`config.mk`:
```
export PLATFORM = sky130hd
export DESIGN_NAME = adc_align_sequencer
export DESIGN_NICKNAME = d
export VERILOG_FILES = /design/src/rtl/adc_link_pkg.sv /design/src/rtl/adc_align_sequencer.sv
export SDC_FILE = /design/constraint.sdc
export NUM_CORES = 1
export LEC_CHECK = 0
export CELL_PAD_IN_SITES_DETAIL_PLACEMENT = 1
export CELL_PAD_IN_SITES_GLOBAL_PLACEMENT = 1
export CORE_UTILIZATION = 39
export CTS_CLUSTER_DIAMETER = 100
export DETAILED_ROUTE_END_ITERATION = 16
export PLACE_DENSITY_LB_ADDON = 0.08
export SETUP_SLACK_MARGIN = 0.3
export SYNTH_ARGS = -nofsm -noshare
export SYNTH_HDL_FRONTEND = slang
export SYNTH_SLANG_ARGS = --single-unit
```
`constraint.sdc`:
```
create_clock -name CtrlClkDiv -period 2.7 [get_ports CtrlClkDiv]
set_input_delay 0.675 -clock CtrlClkDiv [delete_from_list [all_inputs] [get_ports CtrlClkDiv]]
set_output_delay 0.675 -clock CtrlClkDiv [all_outputs]
set_load 0.02 [all_outputs]
```
`src/rtl/adc_link_pkg.sv`:
```
// ---------------------------------------------------------------------------
// adc_link_pkg
// Shared types and widths for the ADC LVDS link bring-up sequencer.
//   state_e        : sequencer state encoding (also exported as debug output)
//   TIMER_W        : width of the per-state timer and run-length counters
//   RETRY_W        : width of the failed-attempt counter
//   adc_bits_legal : true for the deserialiser word widths the link supports
// ---------------------------------------------------------------------------
package adc_link_pkg;

  localparam int TIMER_W = 16;
  localparam int RETRY_W = 4;

  typedef enum logic [2:0] {
    ST_IDLE     = 3'd0,
    ST_RESET    = 3'd1,
    ST_WAIT_BIT = 3'd2,
    ST_WAIT_FRM = 3'd3,
    ST_LOCKED   = 3'd4,
    ST_FAIL     = 3'd5,
    ST_ERROR    = 3'd6
  } state_e;

  function automatic bit adc_bits_legal(input int bits);
    return (bits == 8) || (bits == 10) || (bits == 12) || (bits == 14);
  endfunction

endpackage

```
`src/rtl/adc_align_sequencer.sv`:
```
// ---------------------------------------------------------------------------
// adc_align_sequencer
// Link bring-up controller for one ADC LVDS port: holds the ISERDES and
// aligners in reset, waits for bit-clock alignment, supervises frame lock,
// mirrors frame-lane bitslips onto the data lanes, and watches the frame
// word once locked, re-running bring-up on loss of lock with bounded retries.
//
// Ports
//   CtrlClkDiv   in   word clock, the only clock of the block
//   CtrlRstN     in   synchronous active-low reset
//   MmcmLocked   in   clock generator locked
//   BitClkDone   in   bit-clock aligner finished
//   FrmBitslipIn in   bitslip pulse from the frame aligner
//   FrmAlignDone in   frame aligner match flag
//   FrmWord      in   recovered frame word (low AdcBits valid)
//   Restart      in   single-cycle request to redo bring-up
//   SerdesRst    out  reset to ISERDES / bit-clock / frame aligners
//   DataBitslip  out  per-lane bitslip to the data deserialisers
//   AlignDone    out  link locked, data valid
//   AlignError   out  retries exhausted
//   RetryCnt     out  failed attempts since last reset / Restart
//   StateOut     out  current state (debug)
// ---------------------------------------------------------------------------
module adc_align_sequencer
  import adc_link_pkg::*;
#(
  parameter int          AdcBits      = 14,
  parameter int          Lanes        = 2,
  parameter logic [15:0] FrmPattern   = 16'b0011111110000000,
  parameter int          RstCycles    = 16,
  parameter int          BitTimeout   = 4096,
  parameter int          FrmTimeout   = 512,
  parameter int          StableCycles = 8,
  parameter int          MissThresh   = 4,
  parameter int          MaxRetry     = 3
) (
  input  logic               CtrlClkDiv,
  input  logic               CtrlRstN,
  input  logic               MmcmLocked,
  input  logic               BitClkDone,
  input  logic               FrmBitslipIn,
  input  logic               FrmAlignDone,
  input  logic [15:0]        FrmWord,
  input  logic               Restart,
  output logic               SerdesRst,
  output logic [Lanes-1:0]   DataBitslip,
  output logic               AlignDone,
  output logic               AlignError,
  output logic [RETRY_W-1:0] RetryCnt,
  output logic [2:0]         StateOut
);

  generate
    if (!adc_bits_legal(AdcBits)) begin : g_bad_adc_bits
      $error("adc_align_sequencer: AdcBits must be 8, 10, 12 or 14");
    end
  endgenerate

  // Terminal counts: each counter is compared before it would increment,
  // so the "last" value is one below the configured length.
  localparam logic [TIMER_W-1:0] RST_LAST    = TIMER_W'(RstCycles - 1);
  localparam logic [TIMER_W-1:0] BIT_LAST    = TIMER_W'(BitTimeout - 1);
  localparam logic [TIMER_W-1:0] FRM_LAST    = TIMER_W'(FrmTimeout - 1);
  localparam logic [TIMER_W-1:0] STABLE_LAST = TIMER_W'(StableCycles - 1);
  localparam logic [TIMER_W-1:0] MISS_LAST   = TIMER_W'(MissThresh - 1);

  state_e               state_q, state_d;
  logic [TIMER_W-1:0]   timer_q, timer_d;
  logic [TIMER_W-1:0]   stable_q, stable_d;
  logic [TIMER_W-1:0]   miss_q, miss_d;
  logic [RETRY_W-1:0]   retry_q, retry_d;
  logic                 reenter;
  logic                 frm_match;
  logic                 unused_frm_hi;

  assign frm_match     = (FrmWord[AdcBits-1:0] == FrmPattern[AdcBits-1:0]);
  assign unused_frm_hi = ^FrmWord[15:AdcBits];

  always_comb begin
    state_d  = state_q;
    retry_d  = retry_q;
    stable_d = stable_q;
    miss_d   = miss_q;
    reenter  = 1'b0;
    timer_d  = timer_q;

    // Clock loss outranks everything but reset. In IDLE/ERROR it only
    // matters when it would otherwise let a Restart through.
    if (!MmcmLocked && (!(state_q inside {ST_IDLE, ST_ERROR}) || Restart)) begin
      state_d = ST_IDLE;
    end else if (Restart) begin
      state_d = ST_RESET;
      retry_d = '0;
      reenter = 1'b1;   // restart from RESET also restarts its hold time
    end else begin
      case (state_q)
        ST_IDLE: begin
          if (MmcmLocked) state_d = ST_RESET;
        end
        ST_RESET: begin
          if (timer_q == RST_LAST) state_d = ST_WAIT_BIT;
        end
        ST_WAIT_BIT: begin
          // Alignment arriving on the timeout cycle still counts.
          if (BitClkDone)               state_d = ST_WAIT_FRM;
          else if (timer_q == BIT_LAST) state_d = ST_FAIL;
        end
        ST_WAIT_FRM: begin
          if (!BitClkDone)                                state_d  = ST_FAIL;
          else if (FrmAlignDone && stable_q == STABLE_LAST) state_d = ST_LOCKED;
          else if (timer_q == FRM_LAST)                   state_d  = ST_FAIL;
          else if (FrmAlignDone)                          stable_d = stable_q + 1'b1;
          else                                            stable_d = '0;
        end
        ST_LOCKED: begin
          if (!BitClkDone)           state_d = ST_FAIL;
          else if (frm_match)        miss_d  = '0;
          else if (miss_q == MISS_LAST) state_d = ST_FAIL;
          else                       miss_d  = miss_q + 1'b1;
        end
        ST_FAIL: begin
          retry_d = (retry_q == {RETRY_W{1'b1}}) ? retry_q : retry_q + 1'b1;
          if ((int'(retry_q) + 1) > MaxRetry) state_d = ST_ERROR;
          else                                state_d = ST_RESET;
        end
        ST_ERROR: begin
          state_d = ST_ERROR;
        end
        default: begin
          state_d = ST_IDLE;
        end
      endcase
    end

    // One timer shared by all states; every entry starts it from zero.
    if ((state_d != state_q) || reenter) begin
      timer_d  = '0;
      stable_d = '0;
      miss_d   = '0;
    end else if (timer_q != {TIMER_W{1'b1}}) begin
      timer_d = timer_q + 1'b1;
    end
  end

  always_ff @(posedge CtrlClkDiv) begin
    if (!CtrlRstN) begin
      state_q  <= ST_IDLE;
      timer_q  <= '0;
      stable_q <= '0;
      miss_q   <= '0;
      retry_q  <= '0;
    end else begin
      state_q  <= state_d;
      timer_q  <= timer_d;
      stable_q <= stable_d;
      miss_q   <= miss_d;
      retry_q  <= retry_d;
    end
  end

  // Status outputs decode the registered state, so AlignDone is high from
  // the first LOCKED cycle and drops the cycle the state leaves LOCKED.
  assign SerdesRst  = state_q inside {ST_IDLE, ST_RESET, ST_FAIL, ST_ERROR};
  assign AlignDone  = (state_q == ST_LOCKED);
  assign AlignError = (state_q == ST_ERROR);
  assign RetryCnt   = retry_q;
  assign StateOut   = state_q;

  // Data lanes slip in the same cycle as the frame lane, only while the
  // frame aligner is hunting.
  genvar gi;
  generate
    for (gi = 0; gi < Lanes; gi++) begin : g_lane_slip
      assign DataBitslip[gi] = (state_q == ST_WAIT_FRM) && FrmBitslipIn;
    end
  endgenerate

endmodule

```
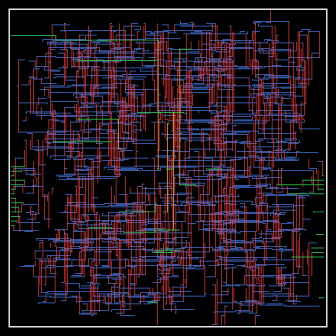
(metal layers overlaid)
red -> met2  # wire length 5100 um
blue -> met1  # wire length 4870 um
orange -> met4  # wire length 150 um
green -> met3  # wire length 271 um
Routed wire per std cell: 17.7 um
routed wire length: 10.4 mm
overall routing resource usage: 0.230

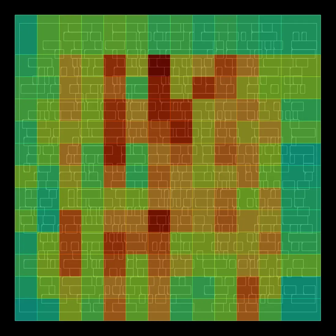
(routing congestion)
GR peak layer: met2
Final Util: 0.563
met1 Use GR: 0.304
GR Layer Usage met2: 0.400
grt met3 use: 0.0287

==> job_summary.md <==
### Flow metrics

| Metric | Value |
|---|---|
| GRT overflow | 0 |
| Post-synthesis register bit count | between 50 and 60 |
| Area delta synth->final | 38.4% |
| VDD IR-drop max | 0.202 mV |
| Top Metal Used | met4 |
| CP delay by family, top | simple AND/OR/NAND/NOR gates |
| Buffer and inverter count on the worst path | 3 |
| Dpl cell area | 4040 sq um |
| Avg Cell Area, Syn | 8.10 sq um |
| Antenna violations before repair | 0 |
| P per Cell Area | 356 nW/um^2 |
| Core Util at FP | 0.407 |
| Iter 0 DRT Violations | ~71 |
| Antenna fix cells | 0 |
| Post-synth EDFFs | 0 |
| Latency at later pin | 0.32 ns |
| Synth warn | 0 |
| Run status | finished clean |
| Main flop type after synthesis | dfxtp_1 |
| Max Clk Rate | 0.402 GHz |
| Logic family by area | simple AND/OR/NAND/NOR gates |
| Fillers | 970 |
| Total CTS buffers | 5 |
| Worst-Margin Slew | roughly 0.47 ns |
| Kind of critical path | in -> reg |
| Tot Pwr | between 0.0015 and 0.002 W |
| Hold-fix buffers at CTS | 0 |
| Via count | 3436 |
| Number of global-route vias before repair | between 3000 and 4000 |
| Mux share | 0.0148 |
| Final period util | 0.920 |
| Min-Delay Path Class | reg -> reg |
| Clock sinks | 55 |
| FFs w/ async S/R, synth | 0 |
| I/O Buffers | 32 |
| Unique masters post-synth | roughly 55 |
| Design area | ~4700 sq um |
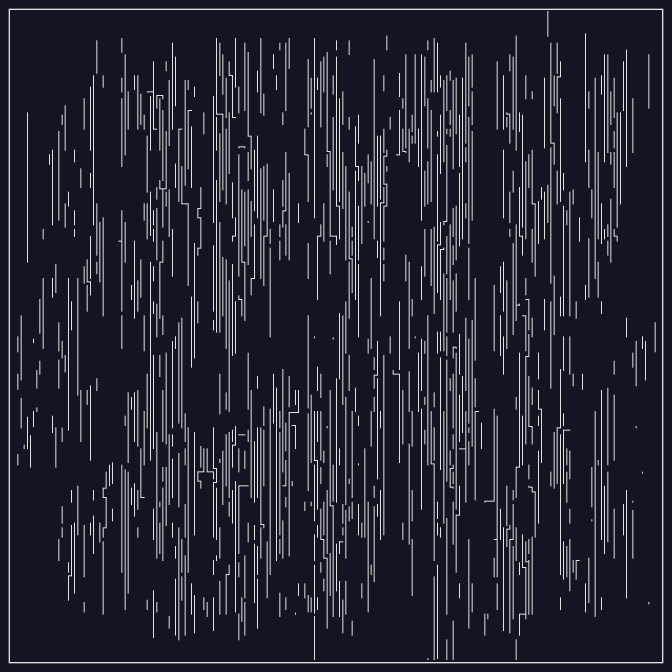
(signal wires on met2)
longest straight run = 29.9 um
nets with wire on the layer = 461
wire length on this layer = 5100 um
main direction = vertical
share of all routed wire = 49%

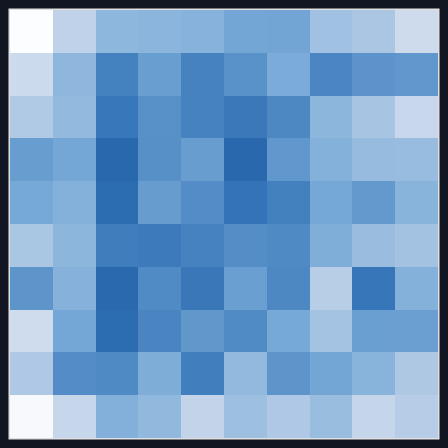
(cell density map)
The die is cut into 10 by 10 equal tiles; white is low, dark blue is high, 0 to 100% covered.
mean over tiles = 50%
nearly empty tiles = 1.0%
densest ninth of the die = center
tiles over 75% full = 5.0%
fullest tile = 77%

==> metal layers <==
layer	up-vias	global-route usage
li1	1660	-
met1	1711	0.304
met2	54	0.400
met3	11	0.0287
met4	0	0.0480
met5	-	0
==> per-stage QoR <==
step                      instances  setup WS, ns
after floorplan                 417         0.168
after CTS                       586         0.178
after global routing            588         0.148
after global placement          563        -0.240
final                           588         0.215
after detailed placement        563        -0.336
==> where the power goes <==
part / internal, W / switching, W / total [W]
registers: 0.000813 / 0.00000397 / 0.000817
clock network: 0.000282 / 0.000305 / 0.000587
logic: 0.000128 / 0.000130 / 0.000259
==> worst reg2reg max path, stage by stage, from the launching register on <==
cell,delay [ns]
dfxtp_2,0.36
ha_4,0.17
nor4bb_1,0.14
and4_2,0.26
buf_4,0.14
o311a_1,0.29
a211oi_2,0.14
o211ai_1,0.20
buf_4,0.20
buf_6,0.14
a211oi_1,0.22
==> layout make-up <==
cell class	instances	area, sq um	share of cell area
Multi-Input combinational cell	327	2440	0.522
Sequential cell	55	1110	0.238
Timing Repair Buffer	83	836	0.179
Tap cell	105	131	0.0281
Clock buffer	5	68.8	0.0147
Clock inverter	3	47.5	0.0102
Inverter	10	37.5	0.00803
==> synth_stat cells (3+ instances only) <==
| master | number | share of area |
|---|---|---|
| nor4_1 | 12 | 0.022 |
| inv_1 | 10 | 0.011 |
| and4_1 | 5 | 0.013 |
| nor3_1 | 48 | 0.071 |
| nand4_1 | 9 | 0.017 |
| buf_2 | 5 | 0.0074 |
| a21oi_1 | 7 | 0.010 |
| buf_6 | 3 | 0.010 |
| o21a_1 | 5 | 0.011 |
| nand3_1 | 32 | 0.047 |
| dfxtp_1 | 55 | 0.33 |
| and3_1 | 9 | 0.017 |
| nand2_1 | 33 | 0.037 |
| nor2_1 | 27 | 0.030 |
| a31oi_1 | 6 | 0.011 |
| nor4b_1 | 7 | 0.018 |
| nand2b_1 | 3 | 0.0056 |
| nand3b_1 | 3 | 0.0067 |
| o21ai_0 | 18 | 0.027 |
| xor2_1 | 16 | 0.041 |
| nor3b_1 | 3 | 0.0067 |
| xnor2_1 | 15 | 0.039 |
| nor4b_2 | 5 | 0.022 |
| nor2b_1 | 7 | 0.013 |
| a22oi_1 | 5 | 0.011 |
| clkbuf_1 | 15 | 0.017 |
| and2_1 | 6 | 0.011 |
| ha_1 | 5 | 0.019 |
| a211oi_1 | 7 | 0.016 |
| mux2i_1 | 5 | 0.015 |
==> state kept, by name, indices dropped and copies added (netlist names) <==
signal    flops
RetryCnt      4
timer_q      16
StateOut      3
miss_q       16
stable_q     16
==> final timing paths <==
check / slack, ns / endpoint / start
max: 0.21 / miss_q[12] / FrmWord[2]
min: 0.52 / stable_q[1] / stable_q[1]
max reg2reg: 0.33 / miss_q[2] / stable_q[0]
min reg2reg: 0.52 / stable_q[1] / stable_q[1]
==> repair_timing <==
action,CTS,global route
cloned,3,0
hold endpoints to repair,0,0
pin swaps,12,17
endpoints found under the setup margin,51,52
setup buffers,12,2
resized,32,60
No activity file was given, so power comes from the tool's default toggle rates.
